Run 1, cell placement:
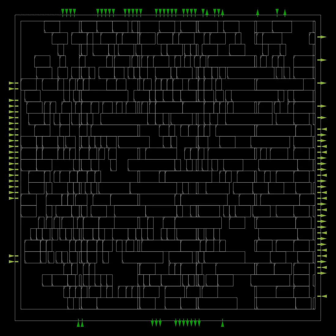
Run 1, a small window of the routed layout:
Window x 16 to 56, y 2 to 42 µm. Cells in grey, sequential cells in the stronger grey; small squares are vias.
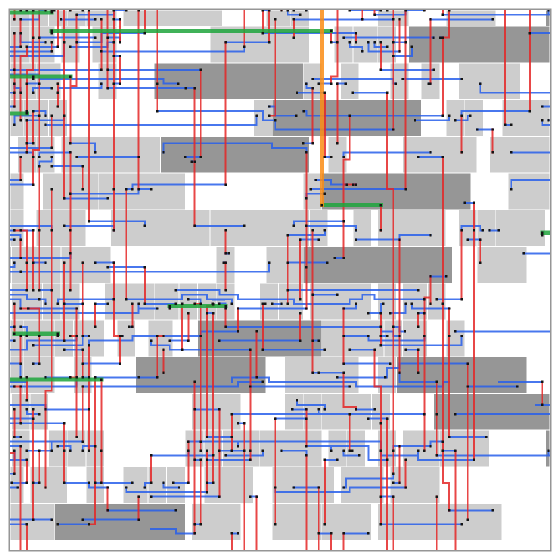
Run 1, clock wires, drivers and flops:
Bar = 20 µm.
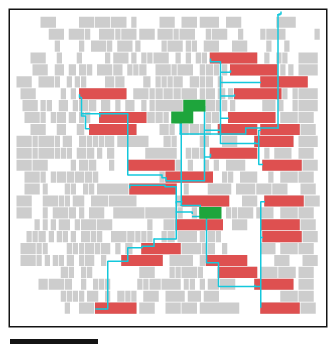
$ cat config.mk
export PLATFORM = sky130hd
export DESIGN_NAME = ma_channel_scheduler
export DESIGN_NICKNAME = d
export VERILOG_FILES = /design/src/rtl/ma_channel_scheduler.sv
export SDC_FILE = /design/constraint.sdc
export NUM_CORES = 1
export LEC_CHECK = 0
export ABC_AREA = 1
export CORE_UTILIZATION = 43
export CTS_BUF_LIST = sky130_fd_sc_hd__clkbuf_4 sky130_fd_sc_hd__clkbuf_8
export CTS_CLUSTER_DIAMETER = 80
export DETAILED_ROUTE_END_ITERATION = 16
export PLACE_DENSITY_LB_ADDON = 0.08
export SLEW_MARGIN = 20
export SYNTH_ARGS = -nofsm -noshare
export SYNTH_HDL_FRONTEND = slang
export SYNTH_SLANG_ARGS = --single-unit
$ cat constraint.sdc
create_clock -name clk -period 2.3 [get_ports clk]
set_clock_uncertainty 0.05 [all_clocks]
set_input_delay 0.46 -clock clk [delete_from_list [all_inputs] [get_ports clk]]
set_output_delay 0.46 -clock clk [all_outputs]
set_load 0.01 [all_outputs]
$ cat src/rtl/ma_channel_scheduler.sv
// Round-robin scheduler that time-shares one moving-average core between N_CH channels.
// Optional core-response watchdog is enabled by defining MA_SCHED_WATCHDOG_EN.
module ma_channel_scheduler #(
    parameter int N_CH = 4,
    parameter int DW   = 10,
    parameter int TMO  = 31,
    localparam int CW  = (N_CH > 1) ? $clog2(N_CH) : 1
) (
    input  logic               clk,
    input  logic               rst_n,
    input  logic [N_CH-1:0]    ch_req,
    input  logic [N_CH*DW-1:0] ch_data,
    input  logic [N_CH*2-1:0]  ch_sel,
    output logic [N_CH-1:0]    ch_ack,
    output logic [N_CH-1:0]    res_valid,
    output logic [DW-1:0]      res_data,
    output logic               res_err,
    output logic               core_strobe,
    output logic [DW-1:0]      core_data,
    output logic [1:0]         core_sel,
    output logic [CW-1:0]      core_ch,
    input  logic               core_done,
    input  logic [DW-1:0]      core_result
);

    typedef enum logic [1:0] {
        S_IDLE    = 2'd0,
        S_ISSUE   = 2'd1,
        S_WAIT    = 2'd2,
        S_DELIVER = 2'd3
    } state_t;

    state_t          r_state;
    state_t          w_next;
    logic [CW-1:0]   r_gnt;
    logic [CW-1:0]   r_last_gnt;
    logic [CW-1:0]   w_pick;
    logic [CW-1:0]   w_idx;
    logic            w_found;
    logic            w_timeout;
    logic [DW-1:0]   r_data;
    logic [1:0]      r_sel;
    logic [DW-1:0]   r_res_data;

    // Search starts one past the last served channel so every requester gets a turn.
    always_comb begin
        w_found = 1'b0;
        w_pick  = '0;
        w_idx   = '0;
        for (int i = 1; i <= N_CH; i++) begin
            w_idx = CW'((int'(r_last_gnt) + i) % N_CH);
            if (!w_found && ch_req[w_idx]) begin
                w_found = 1'b1;
                w_pick  = w_idx;
            end
        end
    end

    always_ff @(posedge clk or negedge rst_n) begin
        if (!rst_n) begin
            r_state <= S_IDLE;
        end else begin
            r_state <= w_next;
        end
    end

    always_comb begin
        w_next = r_state;
        case (r_state)
            S_IDLE:    if (w_found) w_next = S_ISSUE;
            S_ISSUE:   w_next = S_WAIT;
            S_WAIT:    if (core_done || w_timeout) w_next = S_DELIVER;
            S_DELIVER: w_next = S_IDLE;
            default:   w_next = S_IDLE;
        endcase
    end

    // Core-facing fields are gated to zero outside ISSUE, so a reset clears them at once.
    always_comb begin
        ch_ack      = '0;
        res_valid   = '0;
        core_strobe = 1'b0;
        core_data   = '0;
        core_sel    = '0;
        core_ch     = '0;
        case (r_state)
            S_ISSUE: begin
                ch_ack[r_gnt] = 1'b1;
                core_strobe   = 1'b1;
                core_data     = r_data;
                core_sel      = r_sel;
                core_ch       = r_gnt;
            end
            S_DELIVER: res_valid[r_gnt] = 1'b1;
            default: ;
        endcase
    end

    always_ff @(posedge clk) begin
        if (r_state == S_IDLE && w_found) begin
            r_gnt  <= w_pick;
            r_data <= ch_data[w_pick*DW +: DW];
            r_sel  <= ch_sel[w_pick*2 +: 2];
        end
    end

    always_ff @(posedge clk or negedge rst_n) begin
        if (!rst_n) begin
            r_last_gnt <= CW'(N_CH - 1);
            r_res_data <= '0;
        end else begin
            if (r_state == S_DELIVER) begin
                r_last_gnt <= r_gnt;
            end
            if (r_state == S_WAIT) begin
                if (core_done) begin
                    r_res_data <= core_result;
                end else if (w_timeout) begin
                    r_res_data <= '0;
                end
            end
        end
    end

    assign res_data = r_res_data;

`ifdef MA_SCHED_WATCHDOG_EN
    localparam int TW = $clog2(TMO + 1);

    logic [TW-1:0] r_cnt;
    logic          r_res_err;

    // Counter holds the number of WAIT cycles already elapsed; the TMO-th one times out.
    always_ff @(posedge clk or negedge rst_n) begin
        if (!rst_n) begin
            r_cnt <= '0;
        end else if (r_state == S_ISSUE) begin
            r_cnt <= '0;
        end else if (r_state == S_WAIT) begin
            r_cnt <= r_cnt + 1'b1;
        end
    end

    assign w_timeout = (r_state == S_WAIT) && !core_done && (r_cnt == TW'(TMO - 1));

    always_ff @(posedge clk or negedge rst_n) begin
        if (!rst_n) begin
            r_res_err <= 1'b0;
        end else if (r_state == S_WAIT) begin
            if (core_done) begin
                r_res_err <= 1'b0;
            end else if (w_timeout) begin
                r_res_err <= 1'b1;
            end
        end
    end

    assign res_err = r_res_err;
`else
    assign w_timeout = 1'b0;
    // Without the watchdog the error flag is constant zero; TMO has no other role here.
    assign res_err   = (TMO < 0);
`endif

endmodule

==> notes.md, run 1 <==
The following summarizes the physical implementation.

Synth
Counting every instance in the synthesized netlist gives 301. For reference, the top cells by area after synthesis are edfxtp_1, nand2_1, dfrtp_1. The number of nets at floorplan is 370. The biggest combinational cell group after synthesis is simple AND/OR/NAND/NOR gates. The combined area of all synthesized cells is about 2100 µm². The count of library flops with an enable pin is 14. The post-synth register bit count is 28. Of the total synthesized cell area, the portion taken by AND, OR, NAND and NOR gates is 0.3587. The arithmetic-cell share of the synthesized area counting full adders, half adders and majority gates is 0.02364. The share of flip-flops with an asynchronous set or reset is 0.5000.

The area fraction of the dominant cell type after synthesis is 0.1986. Counting the warning lines in the Yosys log gives 0. The most common flop cell mapped by yosys is edfxtp_1. The count of distinct cell types in the synthesized netlist is 26. For reference, the mux area share after synthesis is 0.05319. The average cell area after synthesis is 7.033 µm². The yosys cell count is 301. For this run, the register share of the synthesized area comes to 0.3652. The synthesis run shows the most used standard cells to be nand2_1, inv_1, nand3_1.

Routing
The detail-routed net length per standard cell is between 10 and 15 µm. The script parses the final routing iteration and logs DRC violations as 0. Nets still carrying antenna violations after routing amount to 0. Per the detailed-route log, wirelength across all metal layers totals 5479 µm.

The violation tally recorded at the end of detailed-routing iteration 0 is around 120.

Critical path
The signal arrival time at the worst endpoint is 1700 ps. The gate family responsible for the most delay along the worst path is buffers and inverters. In this run the register-to-register setup slack is 180 ps. The timing report notes that buffer and inverter cells on the critical path total 1. The worst path required time is roughly 1800 ps.

For the worst flop-to-flop path, the logic depth is 11. The worst-path cell with the longest stage delay is clkdlybuf4s50_1. The report shows a maximum critical-path fanout of 5.

STA classifies the critical path startpoint as a flip-flop. The critical path's largest stage delay is 550 ps. Listed in order, past its start point the critical path passes ha_2, nand2_1, nor2_1, clkdlybuf4s50_1. STA lists the startpoint of the worst register-to-register path as r_last_gnt[0]. The capturing element type of the critical path is an output pin. The worst setup path category is flip-flop to output pin.

Hold path
The hold path depth is 1. The hold path startpoint is res_data[7]. In the hold report, the worst path ends at res_data[7]. Note that the worst hold path type here is flip-flop to flip-flop.

Power and ir drop
The power report puts the leakage power at 1.909 nW. Power comes to 0.004680 W. The power density over the cells is approximately 1400 nW/µm².

The portion of total power attributed to sequential cells is 0.242. Of the total power, combinational logic draws 0.700. Per the power-grid run, VDD falls by no more than 1.083 mV. The design internal power is 0.002547 W.

The analysis attributes to net switching a power of roughly 0.0021 W. The switching share of total power is 0.4558.

Global route
The layer with the highest usage is met2. The met3 usage is 0.02778. For met2 alone, demand over resource in global routing was 0.3209. Routing resource usage on met1 recorded by global route was 0.2950. The aggregate global-route resource usage is 0.2071.

After global routing the overflow that remains totals 0. Entering global routing, the biggest net connects 26 pins. The initial antenna violation count is 0. The first global-routing pass estimated approximately 8600 µm of wire.

STA
The final-report hold violation count is 0. The slew at the pin with the worst max-slew slack is 622.4 ps. The final critical-path share of the clock period is 0.9598.

For the final routed database, the setup TNS stands at 0 ps. The peak clock frequency supported by timing is about 450 MHz. The slew check shows that the tightest pin keeps a relative margin of 0.5838. The number of setup violations in the final report is 0.

The time the worst path needs with I/O delays and setup is 2207 ps. The final count of pins violating max slew is 0. Setup repair after global routing could not meet its margin everywhere.

Die
According to the floorplan report, the placeable core area is 4723 µm². The share of the core filled by cells before placement is 0.4482. The count of pins on the block boundary is 99. From bottom edge to top edge, the die measures 72.17 µm. In this run the full chip footprint comes out at between 5000 and 6000 µm².

From left edge to right edge, the die measures about 72 µm.

Final layout
Of the cells placed in the final design, the portion with a size suffix greater than 1 is 0.1050. For this run, the post-layout net count is 470. For this run, the script counts the antenna cells in the layout as 0. From synthesis to final layout, the design area changed by 57.57%.

Placed design
The wire-length estimate of the detail-placed layout is 4189 µm.

Outcome
The run finished with clean final reports.

CTS
The maximum buffer depth of the clock tree is 2. The clock tree from TritonCTS is done. The tree is rooted in a clkbuf_8. The total number of clock tree sinks is 28. In this run, post-CTS hold repair placed 0 buffers.

In this run the number of H-tree levels came out at 1. The number of clock buffers inserted by TritonCTS is 3. For reference, the clock transition at the flip-flops on the worst setup and hold paths is 100 ps.

Flow run
The tool flagged a number of max-cap violations equal to 0. The stage logs contain a warning count of 30.
-- 'cell placement' (at the start) --
fillers: 389
core occupancy in the finished layout: 0.7062
flip-flops: 28
site row count: 25
Cell Count, Final, Fillers Out: 467

-- 'a small window of the routed layout' (at the start) --
[M4] orange
[M2] red
[M3] green
[M1] blue
sequential cells in the window: 11
most frequent: nand2_1 (30), inv_1 (15), clkdlybuf4s50_1 (12)
netlist names of flops here include: `r_data` (3), `r_gnt` (2), `r_last_gnt` (2)
cells with their middle in the window: 122

-- 'clock wires, drivers and flops' (at the start) --
[clock-net drivers] green | count: 3
[clock wires] cyan | length: 346 µm
[flip-flops] red | count: 28
routed clock nets: 4
Skew-Pair Late Insertion Delay: 270 ps
relative contribution of the clock network to total power: 0.058
power dissipated in the clock network: 0.000271 W

==> run 1: placed cells by master, fill, tap and decap left out, types with 3 or more instances in the layout <==
cell type and n:
nand2_1 87, dfrtp_1 11, nor2_1 9, inv_1 74, a21oi_1 3, buf_4 4, dlymetal6s2s_1 12, clkdlybuf4s50_1 83
buf_12 5, edfxtp_1 14, clkbuf_8 3, nand3_1 28, nand3_2 3, inv_2 3, nand4_1 25, mux2_2 10
o21ai_0 4
==> run 1: how the worst max path moves through the flow <==
stage	startpoint	to	slack, ps	cells after the start
2_1_floorplan	r_last_gnt[0]	r_data[0]	160	10
3_3_place_gp	ch_req[3]	r_data[6]	-40	11
3_5_place_dp	ch_req[0]	r_data[5]	-70	12
4_1_cts	r_state[1]	core_sel[1]	0.4	6
5_1_grt	r_state[1]	res_valid[3]	-30	4
6_report	r_state[1]	res_valid[3]	90	4
==> run 1: cell families after synthesis <==
group                      Yosys count
AOI/OAI and AO/OA                    7
other                                1
buffers and inverters               91
and+or+nand+nor                    160
DFF                                 28
muxes                               10
adders and majority gates            4
==> run 1: stage by stage <==
step           worst slack, ps  hold WS, ps  cells  instance area [µm²]
3_5_place_dp            -74.49        441.7    461                 3214
3_3_place_gp            -43.77        434.6    461                 3214
6_report                 92.52        460.6    467                 3336
4_1_cts                 0.3940        463.5    465                 3273
2_1_floorplan            163.3        114.4    301                 2117
5_1_grt                 -32.90        474.3    467                 3336
==> run 1: registers in the layout, summed over array words and instances (netlist names) <==
register,count
r_gnt,2
r_last_gnt,2
r_state,2
r_sel,2
res_data,10
r_data,10
==> run 1: cell type report <==
class | count | area, µm² | area share
clock buffers | 3 | 41.29 | 0.01238
clock inverters | 1 | 3.754 | 0.001125
inverters | 78 | 295.3 | 0.08852
multi-input cells | 183 | 993.5 | 0.2978
flip-flops and latches | 28 | 774.5 | 0.2322
well taps | 67 | 83.83 | 0.02513
repair buffers | 107 | 1144 | 0.3428
==> run 1: repair_timing <==
item / in CTS / in global routing
gates resized: 5 / 17
cloned: 0 / 1
endpoints found under the setup margin: 13 / 28
buffers inserted: 0 / 1
==> run 1: layer usage <==
| metal | share of wire | vias up |
|---|---|---|
| li1 | - | 1139 |
| met1 | 0.43 | 990 |
| met2 | 0.46 | 110 |
| met3 | 0.093 | 8 |
| met4 | 0.014 | 0 |
| met5 | 0 | - |
==> run 1: power by group through the flow <==
stage	Sequential [W]	Clock (W)	Combinational (W)
floorplan	0.00112	0	0.00205
global placement	0.00113	0	0.00312
detailed placement	0.00114	0	0.00316
CTS	0.00113	0.000279	0.00318
global route	0.00117	0.000300	0.00362
finish	0.00113	0.000271	0.00328
==> inputs of run 2 (changes only) <==
--- a/config.mk
+++ b/config.mk
@@ -6,6 +6,7 @@
 export NUM_CORES = 1
 export LEC_CHECK = 0
 export ABC_AREA = 1
+export CORE_ASPECT_RATIO = 0.6
 export CORE_UTILIZATION = 43
 export CTS_BUF_LIST = sky130_fd_sc_hd__clkbuf_4 sky130_fd_sc_hd__clkbuf_8
 export CTS_CLUSTER_DIAMETER = 80
==> run 2 against run 1 <==
  * Core utilization grew 0.99 points
  * Hold slack better by 2.3 ps
  * Synthesized cell count stayed put
  * Wire length increased by 9.8%
  * Clock power increased by about 40%
  * Via count increased by 1.5%
  * Maximum frequency decreased by 0.59%
  * Sequential power about the same
  * Global-route usage up 1.9 points
  * Largest cell class unchanged
==> notes.md, run 2 <==
The following summarizes the physical implementation.

Outcome
The run finished with clean final reports.

Die
The row count is 19. Pin placement for this block handled 99 I/O pins. The floorplan step defined a die boundary enclosing 5217 µm². The share of the core filled by cells before placement is 0.4544. From bottom edge to top edge, the die measures 56.35 µm.

In this run the horizontal extent of the chip is 92.59 µm.

Hold path
The terminating pin of the worst hold path is res_data[9]. STA lists the startpoint of the worst hold path as res_data[9]. Along the worst hold path, the cell count comes to 1. The tightest min-delay check is of the flip-flop to flip-flop type.

Routing
For this block, the initial DRC count from the detailed router was 183. In the routed design, unresolved DRC markers number 0. The count of nets left with antenna violations once routing finished came out at 0.

Global route
Recorded from the global router log, the overflow total was 0. The global-route wire length before repair is just over 9000 µm. The initial antenna violation count was 0.

Entering global routing, the biggest net connects 26 pins. The number of global-route vias before repair is 1999.

Critical path
STA classifies the critical path endpoint as an output pin. For the worst reg-to-reg path, the startpoint reported by OpenROAD is r_last_gnt[0]. The highest net fanout along the worst path is 5. The critical path's largest stage delay is 570 ps. The launch point of the critical path was reported as r_state[1].

Along the critical path, the tally of buffer and inverter instances is 1. Looking at the critical path, the single cell with the biggest stage delay is clkdlybuf4s50_1. In this design, the largest share of critical-path delay is due to buffers and inverters. The report lists the cells along the critical path as ha_2, nor3b_1, clkdlybuf4s50_1.

In the setup report, the worst path falls into the class flip-flop to output pin. The number of cells traversed by the worst register-to-register path is 11. The terminus of the critical flop-to-flop path is r_data[7]. The worst path required time is 1790 ps. The register-to-register setup slack is 120 ps.

At the worst endpoint, the arrival time is 1710 ps. The sort of element at the start of the critical path is a flip-flop.

CTS
The number of clock buffers inserted by TritonCTS is 3. The clock net in this run drives a total of 28 sinks. The cts-stage hold buffer count is 0.

The maximum buffer depth of the clock tree is 2. As reported, the later end of the worst-skew pair has a clock insertion delay of between 200 and 300 ps. In the CTS report, the clock slew at the register clock pins of the worst setup and hold paths is listed as 90 ps.

Per the CTS log, the root buffer master is clkbuf_8. TritonCTS built the clock tree. Looking at the clock tree report, the H-tree level count equals 1.

STA
Setup repair after global routing could not meet its margin everywhere. The final-report hold violation count is 0. Across all setup checks in the final design, the least slack found is 79.37 ps. For the pin with the worst max-slew slack, the measured transition is just over 600 ps. Setup total negative slack on the finished layout was measured at 0 ps.

Per the timing report, the achievable frequency comes out to 450.3 MHz. In the final report, the number of endpoints failing setup comes to 0. The final count of pins violating max slew is 0. The time the worst path needs with I/O delays and setup is 2221 ps. The worst slew margin relative to its limit is 0.5953.

Of the available clock period, the critical path in the final layout requires 0.9655. The minimum hold slack is 462.9 ps.

Placed design
The placed wire-length estimate is 4502 µm. Before CTS, the worst setup slack after placement is -64.90 ps.

Final layout
Per the final layout report, the fraction of cells sized above drive strength 1 comes to 0.1144. Relative to the synthesized area, the layout overhead comes to 57.62%. Ranking logic cells in the layout by count gives the top entries nand2_1, clkdlybuf4s50_1, inv_1, nand3_1, nand4_1. The most common logic cell in the final layout is nand2_1. The number of diodes added for antenna fixing is 0. The finished design was reported to have a net count of 472.

Synth
Per Yosys stat, the portion of area used by sequential elements is 0.3652. Synthesis handed over a netlist of roughly 300 instances. The area fraction of the dominant cell type after synthesis is 0.1986. The number of nets in the synthesized netlist is 370. Among all flip-flop cells after synthesis, the most frequent one is edfxtp_1. The synthesized flop and latch total is 28. For this run the top cell type by instance count after synthesis was nand2_1.

The count of distinct cell types in the synthesized netlist is 26. The share of flip-flops with an asynchronous set or reset is 0.5000. The average cell area after synthesis is 7.033 µm². The combined area of all synthesized cells is 2117 µm². By count the netlist is led by nand2_1, inv_1, nand3_1. The main area contributors are edfxtp_1, nand2_1, dfrtp_1. Yosys stat counts ~300 cells in the synthesized netlist. The count of synthesis-stage warnings from yosys is 0. The count of library flops with an enable pin is 14.

Flow run
The tool warning count for the run is 30. The number of maximum-capacitance violations recorded for the run is 0.

Power and ir drop
The worst voltage drop across the vdd grid is about 0.73 mV. The power report puts the leakage power at approximately 1.9 nW. Power spread over the standard cell area amounts to 1435 nW/µm².
[run 2: cell count changes in the layout (fill, tap and decap cells not counted)]
cell and delta:
buf_12 -2, nand3_2 +1, buf_6 +1, nand3_4 -1, buf_8 -1, clkdlybuf4s50_1 -1, nor2_2 +1, buf_4 +4
dlygate4sd2_1 +1, bufinv_16 +1, nor2_1 -1, clkinv_1 -1
[run 2: logic make-up (layout without fill, tap and decap cells)]
logic type	after synthesis	after routing	synth area share
compound gates	7	7	0.01655
fa+ha+maj	4	4	0.02364
buf+inv	91	191	0.1808
flops	28	28	0.3652
mux	10	10	0.05319
other cells	1	1	0.001771
simple gates	160	161	0.3587
[run 2: cell type report]
cell class / count / area (µm²)
Timing Repair Buffer: 109 / 1129
Multi-Input combinational cell: 183 / 988.4
Inverter: 78 / 295.3
Clock buffer: 3 / 41.29
Clock inverter: 1 / 30.03
Fill cell: 411 / 1323
Tap cell: 63 / 78.83
Sequential cell: 28 / 774.5
[run 2: per-layer routing]
metal / GRT usage / share of wire / wire, µm
met2: 0.3407 / 0.42 / 2516
met1: 0.3405 / 0.48 / 2914
met4: 0.04018 / 0.0078 / 47
met5: 0 / 0 / 0
met3: 0.04065 / 0.090 / 540
[run 2: per-stage QoR]
step	cell area, µm²	cells	total power [W]
2_1_floorplan	2117	301	0.003170
3_3_place_gp	3177	456	0.004179
6_report	3337	465	0.004789
5_1_grt	3337	465	0.005148
3_5_place_dp	3177	456	0.004265
4_1_cts	3268	461	0.004680
[run 2: power by group]
group	switching [W]	internal (W)
combinational	0.00187	0.00141
clock	0.000147	0.000233
sequential	0.000169	0.000958
[run 2: timing repair]
item                       CTS  global route
pin swaps                    0             1
gates cloned                 0             1
resized                      7            15
setup buffers                1             3
setup endpoints to repair   15            28
[run 2: worst max-delay path by stage]
stage	to	slack [ps]	depth (start not counted)
6_report	res_valid[0]	80	3
5_1_grt	r_data[0]	-30	12
4_1_cts	res_valid[0]	20	3
3_5_place_dp	r_data[7]	-60	12
3_3_place_gp	r_data[5]	-40	11
2_1_floorplan	r_data[0]	160	10
Run 2, sequential cells coloured by netlist name:
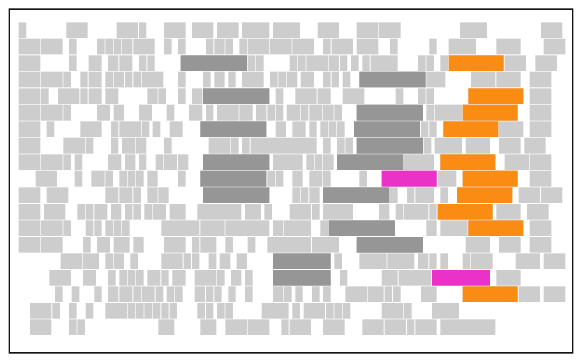
[`r_state`] magenta | flops: 2
[`res_data`] orange | flops: 10

Run 2, wiring by layer:
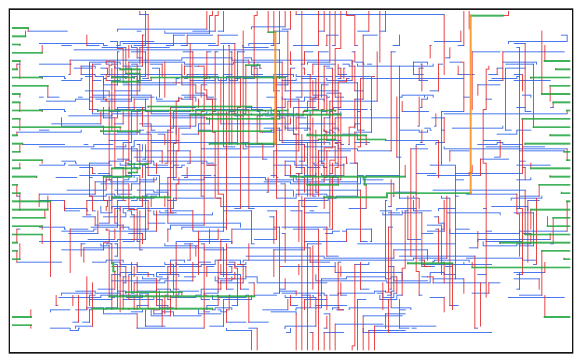
[M2] red | wire length: 2520 µm
[M1] blue | wire length: 2910 µm
[M3] green | wire length: 540 µm
[M4] orange | wire length: 47.6 µm
routed wirelength normalized by instance count: 12.94 µm
overall track demand over capacity in global routing: 0.2261
via count: 2281
DRT Wirelength: 6018 µm

Run 2, cell placement:
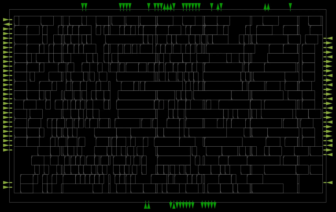
fillers: 411
Core Area: 4659 µm²
well-tap cell count: 63
Cell Count, Final, Fillers Out: 465
core occupancy in the finished layout: 0.7162

Power is estimated from default activity; no workload was simulated.
